### Met1 routing

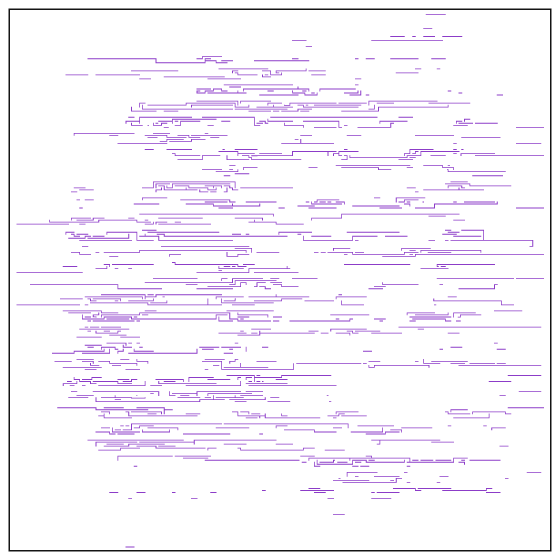
### M2 wires

Cells faint in the background.
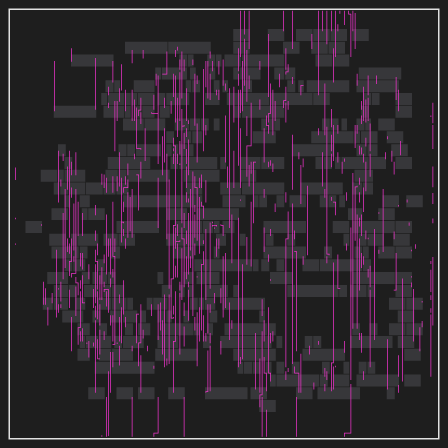
### Cell outlines without signal wires

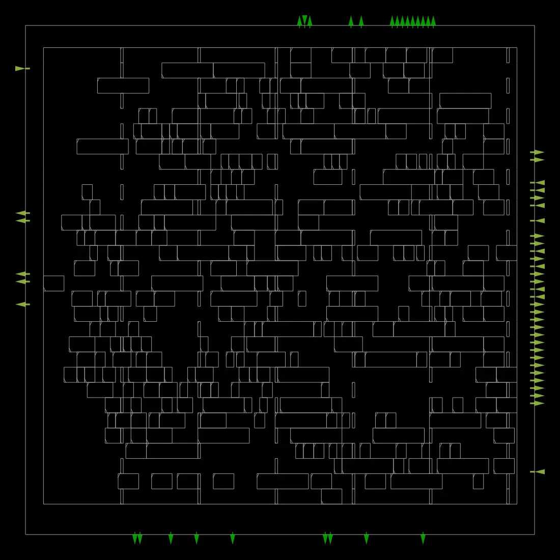
[config.mk]
export PLATFORM = sky130hd
export DESIGN_NAME = ram_march_bist
export DESIGN_NICKNAME = d
export VERILOG_FILES = /design/src/rtl/ram_march_bist.sv
export SDC_FILE = /design/constraint.sdc
export NUM_CORES = 1
export LEC_CHECK = 0
export ABC_CLOCK_PERIOD_IN_PS = 6600
export CAP_MARGIN = 20
export CORE_MARGIN = 3
export CORE_UTILIZATION = 35
export CTS_CLUSTER_SIZE = 28
export DETAILED_ROUTE_END_ITERATION = 10
export GPL_ROUTABILITY_DRIVEN = 0
export PLACE_DENSITY_LB_ADDON = 0.08
export SYNTH_ARGS = -nofsm -noshare
export SYNTH_HDL_FRONTEND = slang
export SYNTH_SLANG_ARGS = --single-unit
[constraint.sdc]
create_clock -name clk -period 6.6 [get_ports clk]
set_input_delay 0.99 -clock clk [delete_from_list [all_inputs] [get_ports clk]]
set_output_delay 0.99 -clock clk [all_outputs]
set_load 0.02 [all_outputs]
[src/rtl/ram_march_bist.sv]
// March C- built-in self-test engine for a single-port, asynchronous-read RAM.
// Issues one RAM op per clock and records the first read mismatch.
module ram_march_bist #(
  parameter int ADDR_SIZE    = 10,
  parameter int WORD_SIZE    = 8,
  parameter int MEMORY_SIZE  = 1024,
  parameter int STOP_ON_FAIL = 1
) (
  input  logic                 clk,
  input  logic                 rst_n,
  input  logic                 start,
  output logic                 busy,
  output logic                 done,
  output logic                 fail,
  output logic [ADDR_SIZE-1:0] fail_addr,
  output logic [WORD_SIZE-1:0] fail_exp,
  output logic [WORD_SIZE-1:0] fail_act,
  output logic [ADDR_SIZE-1:0] ram_addr,
  output logic [WORD_SIZE-1:0] ram_wdata,
  output logic                 ram_wr,
  output logic                 ram_cs,
  input  logic [WORD_SIZE-1:0] ram_rdata
);

  typedef enum logic [1:0] {IDLE, RUN, DONE} state_t;

  localparam logic [ADDR_SIZE-1:0] LAST_ADDR = ADDR_SIZE'(MEMORY_SIZE - 1);
  localparam logic [WORD_SIZE-1:0] ONES      = '1;

  state_t               state_q, state_d;
  logic [2:0]           elem_q, elem_d;
  logic                 phase_q, phase_d;
  logic                 fail_q, fail_d;
  logic [ADDR_SIZE-1:0] fail_addr_q, fail_addr_d;
  logic [WORD_SIZE-1:0] fail_exp_q, fail_exp_d;
  logic [WORD_SIZE-1:0] fail_act_q, fail_act_d;
  logic [ADDR_SIZE-1:0] ram_addr_q, ram_addr_d;
  logic [WORD_SIZE-1:0] ram_wdata_q, ram_wdata_d;
  logic                 ram_wr_q, ram_wr_d;
  logic                 ram_cs_q, ram_cs_d;

  logic                 mismatch;
  logic                 at_end;
  logic                 last_op;
  logic [WORD_SIZE-1:0] exp_rd;
  logic [2:0]           elem_nxt;

  // Elements M3 and M4 walk the address space downwards.
  function automatic logic elem_down(input logic [2:0] e);
    return (e == 3'd3) || (e == 3'd4);
  endfunction

  always_ff @(posedge clk or negedge rst_n) begin
    if (!rst_n) begin
      state_q     <= IDLE;
      elem_q      <= '0;
      phase_q     <= 1'b0;
      fail_q      <= 1'b0;
      fail_addr_q <= '0;
      fail_exp_q  <= '0;
      fail_act_q  <= '0;
      ram_addr_q  <= '0;
      ram_wdata_q <= '0;
      ram_wr_q    <= 1'b0;
      ram_cs_q    <= 1'b0;
    end else begin
      state_q     <= state_d;
      elem_q      <= elem_d;
      phase_q     <= phase_d;
      fail_q      <= fail_d;
      fail_addr_q <= fail_addr_d;
      fail_exp_q  <= fail_exp_d;
      fail_act_q  <= fail_act_d;
      ram_addr_q  <= ram_addr_d;
      ram_wdata_q <= ram_wdata_d;
      ram_wr_q    <= ram_wr_d;
      ram_cs_q    <= ram_cs_d;
    end
  end

  // The RAM port registers hold the op in flight; each edge retires it and loads the next.
  always_comb begin
    state_d     = state_q;
    elem_d      = elem_q;
    phase_d     = phase_q;
    fail_d      = fail_q;
    fail_addr_d = fail_addr_q;
    fail_exp_d  = fail_exp_q;
    fail_act_d  = fail_act_q;
    ram_addr_d  = ram_addr_q;
    ram_wdata_d = ram_wdata_q;
    ram_wr_d    = ram_wr_q;
    ram_cs_d    = ram_cs_q;
    mismatch    = 1'b0;
    at_end      = 1'b0;
    last_op     = 1'b0;
    elem_nxt    = elem_q + 3'd1;
    exp_rd      = (elem_q == 3'd2 || elem_q == 3'd4) ? ONES : '0;

    case (state_q)
      IDLE, DONE: begin
        if (start) begin
          state_d     = RUN;
          elem_d      = '0;
          phase_d     = 1'b0;
          fail_d      = 1'b0;
          fail_addr_d = '0;
          fail_exp_d  = '0;
          fail_act_d  = '0;
          ram_addr_d  = '0;
          ram_wdata_d = '0;
          ram_wr_d    = 1'b1;
          ram_cs_d    = 1'b1;
        end
      end
      RUN: begin
        mismatch = !ram_wr_q && (ram_rdata != exp_rd);
        if (mismatch && !fail_q) begin
          fail_d      = 1'b1;
          fail_addr_d = ram_addr_q;
          fail_exp_d  = exp_rd;
          fail_act_d  = ram_rdata;
        end

        if (!phase_q && elem_q >= 3'd1 && elem_q <= 3'd4) begin
          phase_d     = 1'b1;
          ram_wr_d    = 1'b1;
          ram_wdata_d = elem_q[0] ? ONES : '0;
        end else begin
          phase_d = 1'b0;
          at_end  = elem_down(elem_q) ? (ram_addr_q == '0) : (ram_addr_q == LAST_ADDR);
          if (at_end) begin
            elem_d     = elem_nxt;
            ram_addr_d = elem_down(elem_nxt) ? LAST_ADDR : '0;
          end else begin
            ram_addr_d = elem_down(elem_q) ? ram_addr_q - ADDR_SIZE'(1)
                                           : ram_addr_q + ADDR_SIZE'(1);
          end
          ram_wr_d    = (elem_d == 3'd0);
          ram_wdata_d = '0;
        end

        last_op = (elem_q == 3'd5) && (ram_addr_q == LAST_ADDR);
        if (last_op || (mismatch && STOP_ON_FAIL != 0)) begin
          state_d     = DONE;
          ram_addr_d  = '0;
          ram_wdata_d = '0;
          ram_wr_d    = 1'b0;
          ram_cs_d    = 1'b0;
        end
      end
      default: begin
        state_d  = IDLE;
        ram_wr_d = 1'b0;
        ram_cs_d = 1'b0;
      end
    endcase
  end

  assign busy      = (state_q == RUN);
  assign done      = (state_q == DONE);
  assign fail      = fail_q;
  assign fail_addr = fail_addr_q;
  assign fail_exp  = fail_exp_q;
  assign fail_act  = fail_act_q;
  assign ram_addr  = ram_addr_q;
  assign ram_wdata = ram_wdata_q;
  assign ram_wr    = ram_wr_q;
  assign ram_cs    = ram_cs_q;

endmodule

==> results_dict.tcl <==
# metrics dict for downstream scripts
set metrics [dict create \
    status "complete, no violations" \
    comb-cell-share_pct 41.2 \
    switchingPower_w 0.000339 \
    finalCritPeriodShare_pct 45.7 \
    hold_end "fail_addr[5]$_DFFE_PN0P_" \
    hold_class "flip-flop to flip-flop" \
    clk_pin_slew_ps 70 \
    worstRegToRegCells 10 \
    dr_wl_met2_um 2690 \
    holdWs_ps 501 \
    xor_share_pct 1.39 \
    drc_errors 0 \
    ir_drop_v 0.0000871 \
    cts.sinks 39 \
    antennaDiodeCount 0 \
    path_delay_family "AND-OR/OR-AND gates" \
    path_max_fanout 18 \
    fin_setup_tns_ps 0 \
    fp_util_pct 36.6 \
    p_total_w 0.000857 \
    r2r-end "ram_addr[7]$_DFFE_PN0P_" \
    largest_area_cell "dfrtp_1" \
    synthCells 282 \
    period_minus_slack_ps 3020 \
    ys_sh_simple_pct 19.9 \
    ff_latch_area_um2 976 \
    coreArea_um2 6910 \
    area_growth_syn_to_layout_pct 25.0 \
    dpl.cell_count 414 \
    ys_types 54 \
    ioPinCount 60 \
    adder_share_pct 6.73 \
    arrival_ps 3200 \
    finalMaxSlewViolations 0 \
    ys_cells 282 \
    multi_input_comb_cells 196 \
    cts_hold_buf 0 \
    max_freq_ghz 0.332 \
    drive_gt1_share_pct 7.08 \
    cp_common_cell "ha_1" \
    async_flop_share_pct 100 \
    critPathKind "flip-flop to flip-flop" \
    warnings 29 \
    ff_type "dfrtp_1" \
    ys_warn_count 0 \
    worst_clock_skew_ps 4.36 \
    mux_share_pct 2.67 \
    grtUsageMet3_pct 3.89 \
    die_height_um 91 \
    dpl_cell_area_um2 3070 \
    grt_setup_unrepaired "false" \
    mi_logic_area_um2 1300 \
    routed.top_layer "met4" \
    grt_pass1_wl_um 10500 \
    fill_cells 686 \
    seq_area_share_pct 30.9 \
    setup_viol_count_final 0 \
    topCellsByArea "dfrtp_1 39%, ha_1 5.9%, o21ai_0 5.5%" \
    powerDensity_nw_per_um2 271 \
    critPathLaunchType "flip-flop" \
    p_int_w 0.000518 \
    clock_buffers 6 \
    cts_tree "done" \
    hold_start "fail_addr[5]$_DFFE_PN0P_" \
    maxSlewHeadroom_pct 39.8 \
    cap_violations 0 \
    cts_made_buffers 5 \
    finalHoldViolations 0 \
    htreeDepth 2 \
    clockRootBuffer "clkbuf_8" \
    num-nonclk-buffers 59 \
    final_cell_mix "58 x clkdlybuf4s50_1, 39 x dfrtp_1, 28 x o21ai_0" \
    die_area_um2 8280 \
    dp_hpwl_um 4460 \
    top_power_group "combinational logic" \
    path_cells "inv_1 > ha_1 > mux2_4 > ha_1 > a211oi_1 > o21bai_1 > a2111oi_0 > nor3_1 > mux2i_1 > a22o_1" \
    lay_top_count "clkdlybuf4s50_1" \
    core.rowCount 30 \
    final_area_um2 3160 \
    drt_iter0_markers 97 \
    max_stage_delay_ps 460 \
    syn_area_per_cell_um2 8.97 \
    inv_count 24 \
    cp-end-kind "flip-flop" \
    edf_count 0 \
    pwr-share-clk_pct 19.1 \
    grt.busiest_layer "met2" \
    dr.pass1.iters 4 \
    antenna_found_initial 0 \
]
About 'Met1 routing':
nets with wire on the layer = 307
main direction = horizontal

About 'M2 wires':
wire length on this layer = 2690 um
share of all routed wire = 44%
routed vias: 2143
met2 Usage GRT: 22.8%

About 'Cell outlines without signal wires':
Non-Filler Instances: 421
tap cells: 96
Flop Count: 39

[worst max path at each step]
stage | slack (ps) | start | cells after the start | endpoint
2_1_floorplan | 3860 | elem_q[0]$_DFFE_PN0P_ | 9 | ram_addr[8]$_DFFE_PN0P_
5_1_grt | 3340 | elem_q[0]$_DFFE_PN0P_ | 10 | ram_addr[7]$_DFFE_PN0P_
4_1_cts | 3590 | elem_q[0]$_DFFE_PN0P_ | 10 | ram_addr[7]$_DFFE_PN0P_
3_3_place_gp | 3560 | start | 6 | ram_addr[9]$_DFFE_PN0P_
6_report | 3580 | elem_q[0]$_DFFE_PN0P_ | 10 | ram_addr[7]$_DFFE_PN0P_
3_5_place_dp | 3540 | start | 6 | ram_addr[9]$_DFFE_PN0P_
Power and IR drop assume default switching activity.
